[src/rtl/pe_accum_sched_pkg.sv]
// Shared constants, FSM state type and sizing helper for the sparse-CNN
// output accumulator scheduler.
package pe_accum_sched_pkg;

  localparam int WORD_W   = 16;
  localparam int COORD_W  = 8;
  localparam int PE_OUT   = 16;
  localparam int OUT_COLS = 5;
  localparam int OUT_SIZE = OUT_COLS * OUT_COLS;
  localparam int BURST_W  = 8;
  localparam int DROP_W   = 16;

  // Address width for an n-entry structure, never less than one bit.
  function automatic int addr_width(input int n);
    return (n > 1) ? $clog2(n) : 1;
  endfunction

  localparam int ADDR_W = addr_width(OUT_SIZE);
  localparam int LANE_W = addr_width(PE_OUT);

  typedef enum logic [1:0] {
    S_IDLE,
    S_ACCEPT,
    S_ISSUE,
    S_DRAIN
  } state_e;

endpackage

[src/rtl/pe_accum_sched_if.sv]
// Configuration, PE-burst and drain-side signals of pe_accum_sched bundled
// as one interface; master is the environment, slave is the scheduler.
interface pe_accum_sched_if;
  import pe_accum_sched_pkg::*;

  logic                       cfg_valid;
  logic                       cfg_ready;
  logic [BURST_W-1:0]         cfg_bursts;
  logic                       pe_valid;
  logic                       pe_ready;
  logic [WORD_W*PE_OUT-1:0]   pe_data;
  logic [COORD_W*PE_OUT-1:0]  pe_cols;
  logic [COORD_W*PE_OUT-1:0]  pe_rows;
  logic                       out_valid;
  logic                       out_ready;
  logic [ADDR_W-1:0]          out_addr;
  logic [WORD_W-1:0]          out_data;
  logic                       out_last;
  logic                       tile_done;
  logic [DROP_W-1:0]          drop_cnt;

  modport master (
    output cfg_valid, cfg_bursts, pe_valid, pe_data, pe_cols, pe_rows, out_ready,
    input  cfg_ready, pe_ready, out_valid, out_addr, out_data, out_last,
           tile_done, drop_cnt
  );

  modport slave (
    input  cfg_valid, cfg_bursts, pe_valid, pe_data, pe_cols, pe_rows, out_ready,
    output cfg_ready, pe_ready, out_valid, out_addr, out_data, out_last,
           tile_done, drop_cnt
  );

endinterface

[src/rtl/pe_accum_sched_bank.sv]
// OUT_SIZE-deep accumulation bank: one read-add-write port, one
// combinational read port and a whole-bank synchronous clear.
module accum_bank
  import pe_accum_sched_pkg::*;
(
  input  logic              tclk,
  input  logic              rst,
  input  logic              i_wr_en,
  input  logic [ADDR_W-1:0] i_wr_addr,
  input  logic [WORD_W-1:0] i_wr_data,
  input  logic              i_clr,
  input  logic [ADDR_W-1:0] i_rd_addr,
  output logic [WORD_W-1:0] o_rd_data
);

  localparam logic [ADDR_W-1:0] LAST_ADDR = ADDR_W'(OUT_SIZE - 1);

  logic [WORD_W-1:0] r_mem [OUT_SIZE];

  // NOTE: this bank is deliberately reset -- a reset mid-tile must discard
  // partial sums, so it is built from flops rather than an inferred RAM.
  always_ff @(posedge tclk or posedge rst) begin
    if (rst) begin
      for (int i = 0; i < OUT_SIZE; i++) r_mem[i] <= '0;
    end else if (i_clr) begin
      for (int i = 0; i < OUT_SIZE; i++) r_mem[i] <= '0;
    end else if (i_wr_en && (i_wr_addr <= LAST_ADDR)) begin
      r_mem[i_wr_addr] <= r_mem[i_wr_addr] + i_wr_data;
    end
  end

  assign o_rd_data = (i_rd_addr <= LAST_ADDR) ? r_mem[i_rd_addr] : '0;

endmodule

[src/rtl/pe_accum_sched.sv]
// Tile scheduler: accepts a burst count, serialises PE bursts one lane per
// cycle into the accumulation bank, then drains and clears the bank.
module pe_accum_sched
  import pe_accum_sched_pkg::*;
(
  input  logic         tclk,
  input  logic         rst,
  pe_accum_sched_if.slave bus
);

  localparam logic signed [COORD_W-1:0] C_ZERO    = '0;
  localparam logic signed [COORD_W-1:0] C_SIDE    = COORD_W'(OUT_COLS);
  localparam logic [ADDR_W-1:0]         LAST_ADDR = ADDR_W'(OUT_SIZE - 1);
  localparam logic [LANE_W-1:0]         LAST_LANE = LANE_W'(PE_OUT - 1);
  localparam logic [LANE_W-1:0]         PREV_LANE = LANE_W'(PE_OUT - 2);

  state_e                     r_state;
  logic [LANE_W-1:0]          r_lane;
  logic [BURST_W-1:0]         r_remaining;
  logic [ADDR_W-1:0]          r_idx;
  logic [WORD_W*PE_OUT-1:0]   r_data;
  logic [COORD_W*PE_OUT-1:0]  r_cols;
  logic [COORD_W*PE_OUT-1:0]  r_rows;
  logic                       r_cfg_ready;
  logic                       r_pe_ready;
  logic                       r_out_valid;
  logic                       r_tile_done;
  logic [DROP_W-1:0]          r_drop_cnt;

  logic                       w_pe_hs;
  logic                       w_last_lane;
  logic                       w_more_bursts;
  logic                       w_load;
  logic [WORD_W-1:0]          w_lane_data;
  logic signed [COORD_W-1:0]  w_col;
  logic signed [COORD_W-1:0]  w_row;
  logic                       w_in_range;
  logic [ADDR_W-1:0]          w_wr_addr;
  logic                       w_wr_en;
  logic                       w_drain_hs;
  logic                       w_drain_end;
  logic [WORD_W-1:0]          w_rd_data;

  assign w_pe_hs       = bus.pe_valid && r_pe_ready;
  assign w_last_lane   = (r_lane == LAST_LANE);
  assign w_more_bursts = (r_remaining > BURST_W'(1));
  // A burst is taken from ACCEPT, or overlapped with the last lane of the previous one.
  assign w_load        = w_pe_hs &&
                         ((r_state == S_ACCEPT) ||
                          ((r_state == S_ISSUE) && w_last_lane && w_more_bursts));

  assign w_lane_data = r_data[r_lane*WORD_W +: WORD_W];
  assign w_col       = r_cols[r_lane*COORD_W +: COORD_W];
  assign w_row       = r_rows[r_lane*COORD_W +: COORD_W];
  assign w_in_range  = (w_col >= C_ZERO) && (w_col < C_SIDE) &&
                       (w_row >= C_ZERO) && (w_row < C_SIDE);
  assign w_wr_addr   = w_col[ADDR_W-1:0] + w_row[ADDR_W-1:0] * ADDR_W'(OUT_COLS);
  assign w_wr_en     = (r_state == S_ISSUE) && w_in_range;

  assign w_drain_hs  = (r_state == S_DRAIN) && r_out_valid && bus.out_ready;
  assign w_drain_end = w_drain_hs && (r_idx == LAST_ADDR);

  accum_bank u_bank (
    .tclk      (tclk),
    .rst       (rst),
    .i_wr_en   (w_wr_en),
    .i_wr_addr (w_wr_addr),
    .i_wr_data (w_lane_data),
    .i_clr     (w_drain_end),
    .i_rd_addr (r_idx),
    .o_rd_data (w_rd_data)
  );

  // Burst payload is pure datapath and only read after a load.
  always_ff @(posedge tclk) begin
    if (w_load) begin
      r_data <= bus.pe_data;
      r_cols <= bus.pe_cols;
      r_rows <= bus.pe_rows;
    end
  end

  // NOTE: every register below uses <= so all next-state decisions see the
  // pre-edge values; blocking assignments here would chain the updates.
  always_ff @(posedge tclk or posedge rst) begin
    if (rst) begin
      r_state     <= S_IDLE;
      r_lane      <= '0;
      r_remaining <= '0;
      r_idx       <= '0;
      r_cfg_ready <= 1'b1;
      r_pe_ready  <= 1'b0;
      r_out_valid <= 1'b0;
      r_tile_done <= 1'b0;
      r_drop_cnt  <= '0;
    end else begin
      r_tile_done <= 1'b0;
      if (w_load) r_lane <= '0;

      case (r_state)
        S_IDLE: begin
          if (bus.cfg_valid) begin
            r_cfg_ready <= 1'b0;
            r_remaining <= bus.cfg_bursts;
            r_drop_cnt  <= '0;
            r_idx       <= '0;
            if (bus.cfg_bursts == '0) begin
              r_state     <= S_DRAIN;
              r_out_valid <= 1'b1;
            end else begin
              r_state    <= S_ACCEPT;
              r_pe_ready <= 1'b1;
            end
          end
        end

        S_ACCEPT: begin
          if (w_pe_hs) begin
            r_pe_ready <= 1'b0;
            r_state    <= S_ISSUE;
          end
        end

        S_ISSUE: begin
          if (!w_in_range && (r_drop_cnt != '1)) r_drop_cnt <= r_drop_cnt + 1'b1;
          if (!w_last_lane) begin
            r_lane <= r_lane + 1'b1;
            // Raise ready one cycle early so it is visible during the last lane.
            if ((r_lane == PREV_LANE) && w_more_bursts) r_pe_ready <= 1'b1;
          end else begin
            r_remaining <= r_remaining - 1'b1;
            if (w_more_bursts) begin
              if (w_pe_hs) r_pe_ready <= 1'b0;
              else         r_state    <= S_ACCEPT;
            end else begin
              r_state     <= S_DRAIN;
              r_pe_ready  <= 1'b0;
              r_out_valid <= 1'b1;
              r_idx       <= '0;
            end
          end
        end

        S_DRAIN: begin
          if (w_drain_end) begin
            r_out_valid <= 1'b0;
            r_tile_done <= 1'b1;
            r_cfg_ready <= 1'b1;
            r_idx       <= '0;
            r_state     <= S_IDLE;
          end else if (w_drain_hs) begin
            r_idx <= r_idx + 1'b1;
          end
        end

        default: r_state <= S_IDLE;
      endcase
    end
  end

  assign bus.cfg_ready = r_cfg_ready;
  assign bus.pe_ready  = r_pe_ready;
  assign bus.out_valid = r_out_valid;
  assign bus.out_addr  = r_idx;
  assign bus.out_data  = w_rd_data;
  assign bus.out_last  = r_out_valid && (r_idx == LAST_ADDR);
  assign bus.tile_done = r_tile_done;
  assign bus.drop_cnt  = r_drop_cnt;

endmodule

[src/flat_wrapper.sv]
// flat-port wrapper written by rule: the top's interface ports become plain ports
module pe_accum_sched_flat import pe_accum_sched_pkg::*;
  (tclk, rst, bus_cfg_valid, bus_cfg_bursts, bus_pe_valid, bus_pe_data, bus_pe_cols, bus_pe_rows, bus_out_ready, bus_cfg_ready, bus_pe_ready, bus_out_valid, bus_out_addr, bus_out_data, bus_out_last, bus_tile_done, bus_drop_cnt);
  pe_accum_sched_if bus_i ();
  input  logic tclk;
  input  logic rst;
  input wire logic [$bits(bus_i.cfg_valid)-1:0] bus_cfg_valid;
  input wire logic [$bits(bus_i.cfg_bursts)-1:0] bus_cfg_bursts;
  input wire logic [$bits(bus_i.pe_valid)-1:0] bus_pe_valid;
  input wire logic [$bits(bus_i.pe_data)-1:0] bus_pe_data;
  input wire logic [$bits(bus_i.pe_cols)-1:0] bus_pe_cols;
  input wire logic [$bits(bus_i.pe_rows)-1:0] bus_pe_rows;
  input wire logic [$bits(bus_i.out_ready)-1:0] bus_out_ready;
  output wire logic [$bits(bus_i.cfg_ready)-1:0] bus_cfg_ready;
  output wire logic [$bits(bus_i.pe_ready)-1:0] bus_pe_ready;
  output wire logic [$bits(bus_i.out_valid)-1:0] bus_out_valid;
  output wire logic [$bits(bus_i.out_addr)-1:0] bus_out_addr;
  output wire logic [$bits(bus_i.out_data)-1:0] bus_out_data;
  output wire logic [$bits(bus_i.out_last)-1:0] bus_out_last;
  output wire logic [$bits(bus_i.tile_done)-1:0] bus_tile_done;
  output wire logic [$bits(bus_i.drop_cnt)-1:0] bus_drop_cnt;
  assign bus_i.cfg_valid = bus_cfg_valid;
  assign bus_i.cfg_bursts = bus_cfg_bursts;
  assign bus_i.pe_valid = bus_pe_valid;
  assign bus_i.pe_data = bus_pe_data;
  assign bus_i.pe_cols = bus_pe_cols;
  assign bus_i.pe_rows = bus_pe_rows;
  assign bus_i.out_ready = bus_out_ready;
  assign bus_cfg_ready = bus_i.cfg_ready;
  assign bus_pe_ready = bus_i.pe_ready;
  assign bus_out_valid = bus_i.out_valid;
  assign bus_out_addr = bus_i.out_addr;
  assign bus_out_data = bus_i.out_data;
  assign bus_out_last = bus_i.out_last;
  assign bus_tile_done = bus_i.tile_done;
  assign bus_drop_cnt = bus_i.drop_cnt;
  pe_accum_sched u_core (.tclk(tclk), .rst(rst), .bus(bus_i));
endmodule
[config.mk]
export PLATFORM = sky130hd
export DESIGN_NAME = pe_accum_sched_flat
export DESIGN_NICKNAME = d
export VERILOG_FILES = /design/src/rtl/pe_accum_sched_pkg.sv /design/src/rtl/pe_accum_sched_if.sv /design/src/rtl/pe_accum_sched_bank.sv /design/src/rtl/pe_accum_sched.sv /design/src/flat_wrapper.sv
export SDC_FILE = /design/constraint.sdc
export NUM_CORES = 2
export LEC_CHECK = 0
export CAP_MARGIN = 30
export CORE_MARGIN = 4
export CORE_UTILIZATION = 40
export DETAILED_ROUTE_END_ITERATION = 8
export PLACE_DENSITY = 0.7
export SKIP_CTS_REPAIR_TIMING = 1
export SLEW_MARGIN = 20
export SYNTH_ARGS = -nofsm -noshare
export SYNTH_HDL_FRONTEND = slang
export SYNTH_SLANG_ARGS = --single-unit
[constraint.sdc]
create_clock -name tclk -period 21.5 [get_ports tclk]
set_clock_uncertainty 0.2 [all_clocks]
set_input_delay 4.3 -clock tclk [delete_from_list [all_inputs] [get_ports tclk]]
set_output_delay 4.3 -clock tclk [all_outputs]
set_load 0.005 [all_outputs]
gates.png
Scale: 1.5 px per um.
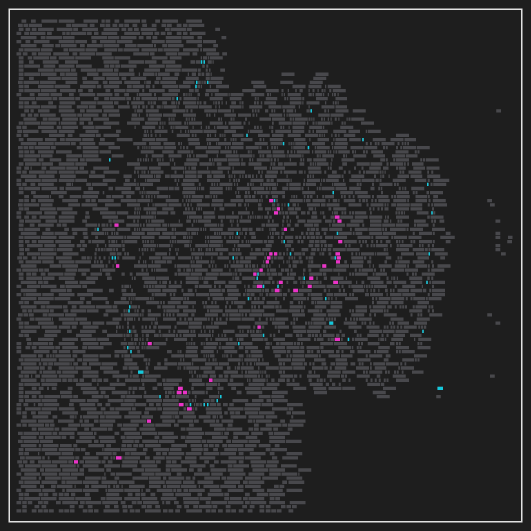
cyan -> inv cells  # cells 53
magenta -> non-inverting ao/oa cells  # cells 38, where center
Comb area share: 30.7%
most frequent logic cell in the layout: clkdlybuf4s50_1

m3.png
Scale: 1 px per um.
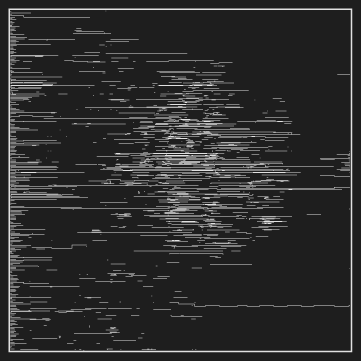
share of all routed wire = 11%
longest straight run = 144 um
nets with wire on the layer = 639
wire length on this layer = 15500 um
main direction = horizontal
final WL: 145000 um
GR Util met3: 8.14%

m2.png
Scale: 1 px per um. Cells faint in the background.
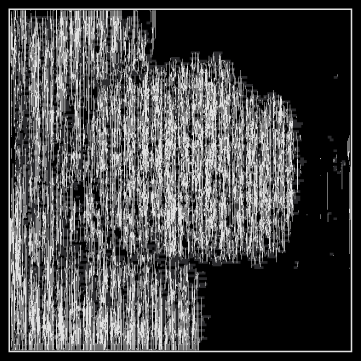
wire length on this layer = 71.4 mm
main direction = vertical
nets with wire on the layer = 3620
share of all routed wire = 49%
via count: 31055
met2 GRT Util: 40.6%

==> reports/qor.yml <==
setup_path:
  crit_path_end: "u_core.u_bank.r_mem[255]"
  timing.rr.start: "u_core.r_lane[0]"
  max_stage_delay_ns: 0.96
  endpoint_kind: "register"
  cp.depth: 27
  required_ns: 21.88
  critPathLaunch: "u_core.r_lane[0]"
  path_class: "reg2reg"
  cp_slowest_cell: "dfrtp_4"
  crit_path_frequent_cell: "ha_1"
  r2r_slack_ns: 10.99
  reg2reg_depth: 27
  cp.buffers_inverters: 4
  r2r-end: "u_core.u_bank.r_mem[255]"
  crit_arrival_ns: 10.89
  critPathTopFamily: "AND-OR/OR-AND gates"
  crit_fanout: 54
  critPathLaunchType: "register"
cts:
  clockRootBuffer: "clkbuf_16"
  cts_sinks: 951
  h-tree-depth: 3
  cts_buffer_depth: 3
  clkTransAtPathRegs_ns: 0.06
  cts_tree: "yes"
  cts_buffers: 96
  clkLatencyLatePin_ns: 0.69
grt:
  antenna_found_initial: 38
  overflow: 0
  grt_pass1_vias: 31449
  grt_start_max_net_pins: 204
  grt_pass1_wl_um: 210000
detailed_routing:
  route.layer.met1.wl_um: 52500
  drc: 0
  wl_met2_um: 71400
  top_layer_used: "met5"
  vias_per_cell: 5.89
  drtIter0Drc: 3559
  first_pass_iters: 6
  dr_wl_met3_um: 15500
  ant_nets: 0
logic_synthesis:
  edf_count: 512
  ys_area_um2: 44300
  area_leaders: "edfxtp_1 35%, dfrtp_1 25%, mux4_2 17%"
  ff_type: "edfxtp_1"
  syn_area_um2: 44300
  syn_nets: 3801
  yosys.area.top_type: "edfxtp_1"
  synth-async-reset-ratio_pct: 46.2
  ys_cells: 3236
  synth_seq_share_pct: 59.5
  syn-instance-count: 3236
  syn_avg_cell_area_um2: 13.7
  yosysWarnings: 0
  synth_flops: 951
  top_area_share_pct: 34.7
  synth.distinct_cells: 77
layout:
  final_cell_mix: "566 x clkdlybuf4s50_1, 512 x edfxtp_1, 431 x dfrtp_1"
  regArea_um2: 26400
  fillers: 9286
  n_antenna_cell: 20
  regMostFlops: "u_core.u_bank.r_mem"
  top_area_cell_class: "registers"
  fin_util_pct: 50.2
  seq_cells: 951
  drive_gt1_share_pct: 16.3
  sh_seq_area_pct: 48.1
  buffer_area_share_pct: 11.5
  logic_area_um2: 16800
  inverters: 53
  nets: 4259
  finalNonFillerCells: 5269
  clk_share_pct: 5.79
  reg.largest.list: "u_core.u_bank.r_mem: 400 flops, u_core.r_data: 256 flops"
  clkbuf_count: 135
  largest_reg_flops: 400
  logic_gate_count: 1970
die:
  dieWidth_um: 341
  io_pins: 567
  row_count: 121
  core-area_um2: 109000
  chipArea_um2: 116000
  die_h_um: 341
  fp_util_pct: 40.5
  taps: 1476
placed_design:
  port_buffers: 566
  dp.cells: 5066
  dpl_cell_area_um2: 51500
  hpwl_um: 98500
  dp_slack_ns: 11.01
  gp_congestion: 0.957
final_timing:
  finalSetupViolCount: 0
  relSlewSlack_pct: 25.7
  timing.hold.ws_ns: 0.312
  tightest_slew_ns: 1.11
  slew_viol_final: 0
  fin_crit_sh_pct: 48.9
  tns_ns: 0
  period_needed_ns: 10.51
  hold_viol: 0
  rsz0062_at_grt: "false"
  fmax_mhz: 95.2
worst_hold_path:
  hold_class: "reg2reg"
  min_to: "u_core.r_remaining[6]"
  hold_depth: 1
  hold_path.startpoint: "u_core.r_remaining[6]"
job:
  cap_violations: 0
  warnings: 41
run_status:
  status: "complete, no violations"
sizing.png
Scale: 1.5 px per um.
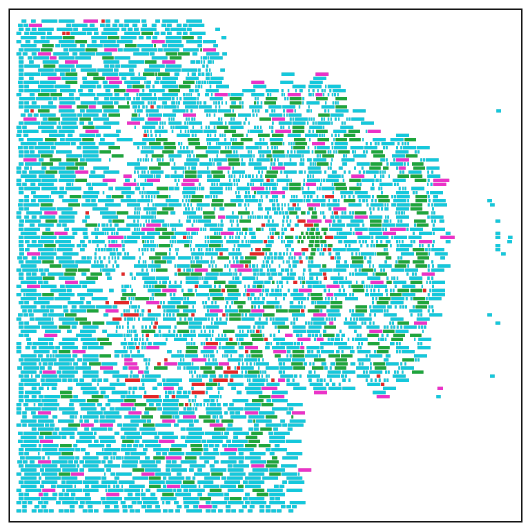
red -> x3 and x4  # cells 71
green -> x2  # cells 405
cyan -> x1 and smaller  # cells 3158
magenta -> x6 and larger  # cells 139
Synth-to-Final Area Change: 23.9%
Non-Clock Buffer Count: 622
setup slack after layout: 10.99 ns
fin area: 54800 um^2

congestion_map.png
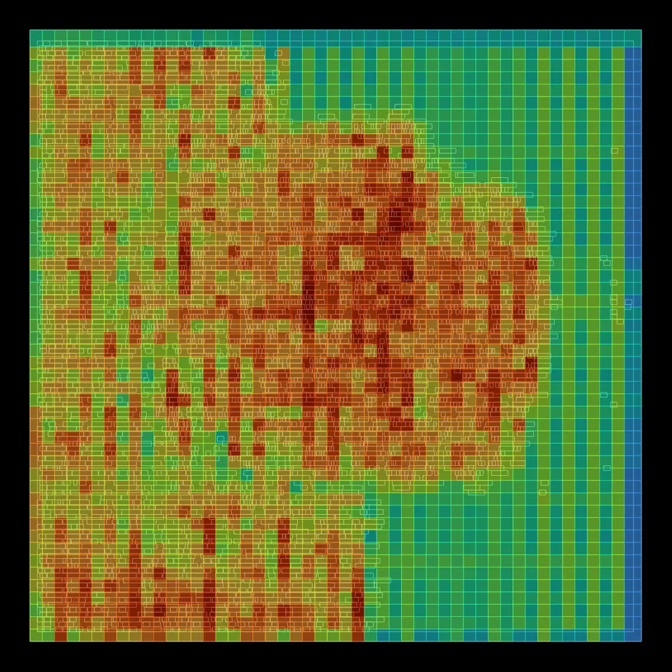
GRT Max-Usage Layer: met2
GRT Util Overall: 24.4%
met1 usage: 29.7%
Avg WL per Cell: 27.4 um

## cell usage after synthesis, drive strengths merged (20+ instances only)
| cell | n |
|---|---|
| o31ai | 32 |
| a21oi | 235 |
| buf | 90 |
| ha | 37 |
| xnor2 | 20 |
| edfxtp | 512 |
| inv | 52 |
| o21ai | 210 |
| mux2i | 61 |
| nand3 | 256 |
| nor2 | 173 |
| nand2 | 352 |
| o22ai | 25 |
| mux4 | 336 |
| dfrtp | 438 |
| clkbuf | 172 |
## cells by family after synthesis
logic type / Yosys count / synth area share (%)
DFF: 951 / 59.5
and+or+nand+nor: 903 / 9.42
AOI/OAI and AO/OA: 593 / 7.67
muxes: 407 / 18.7
buffers and inverters: 315 / 2.87
adders and majority gates: 40 / 1.18
xor gates and xnor gates: 27 / 0.582
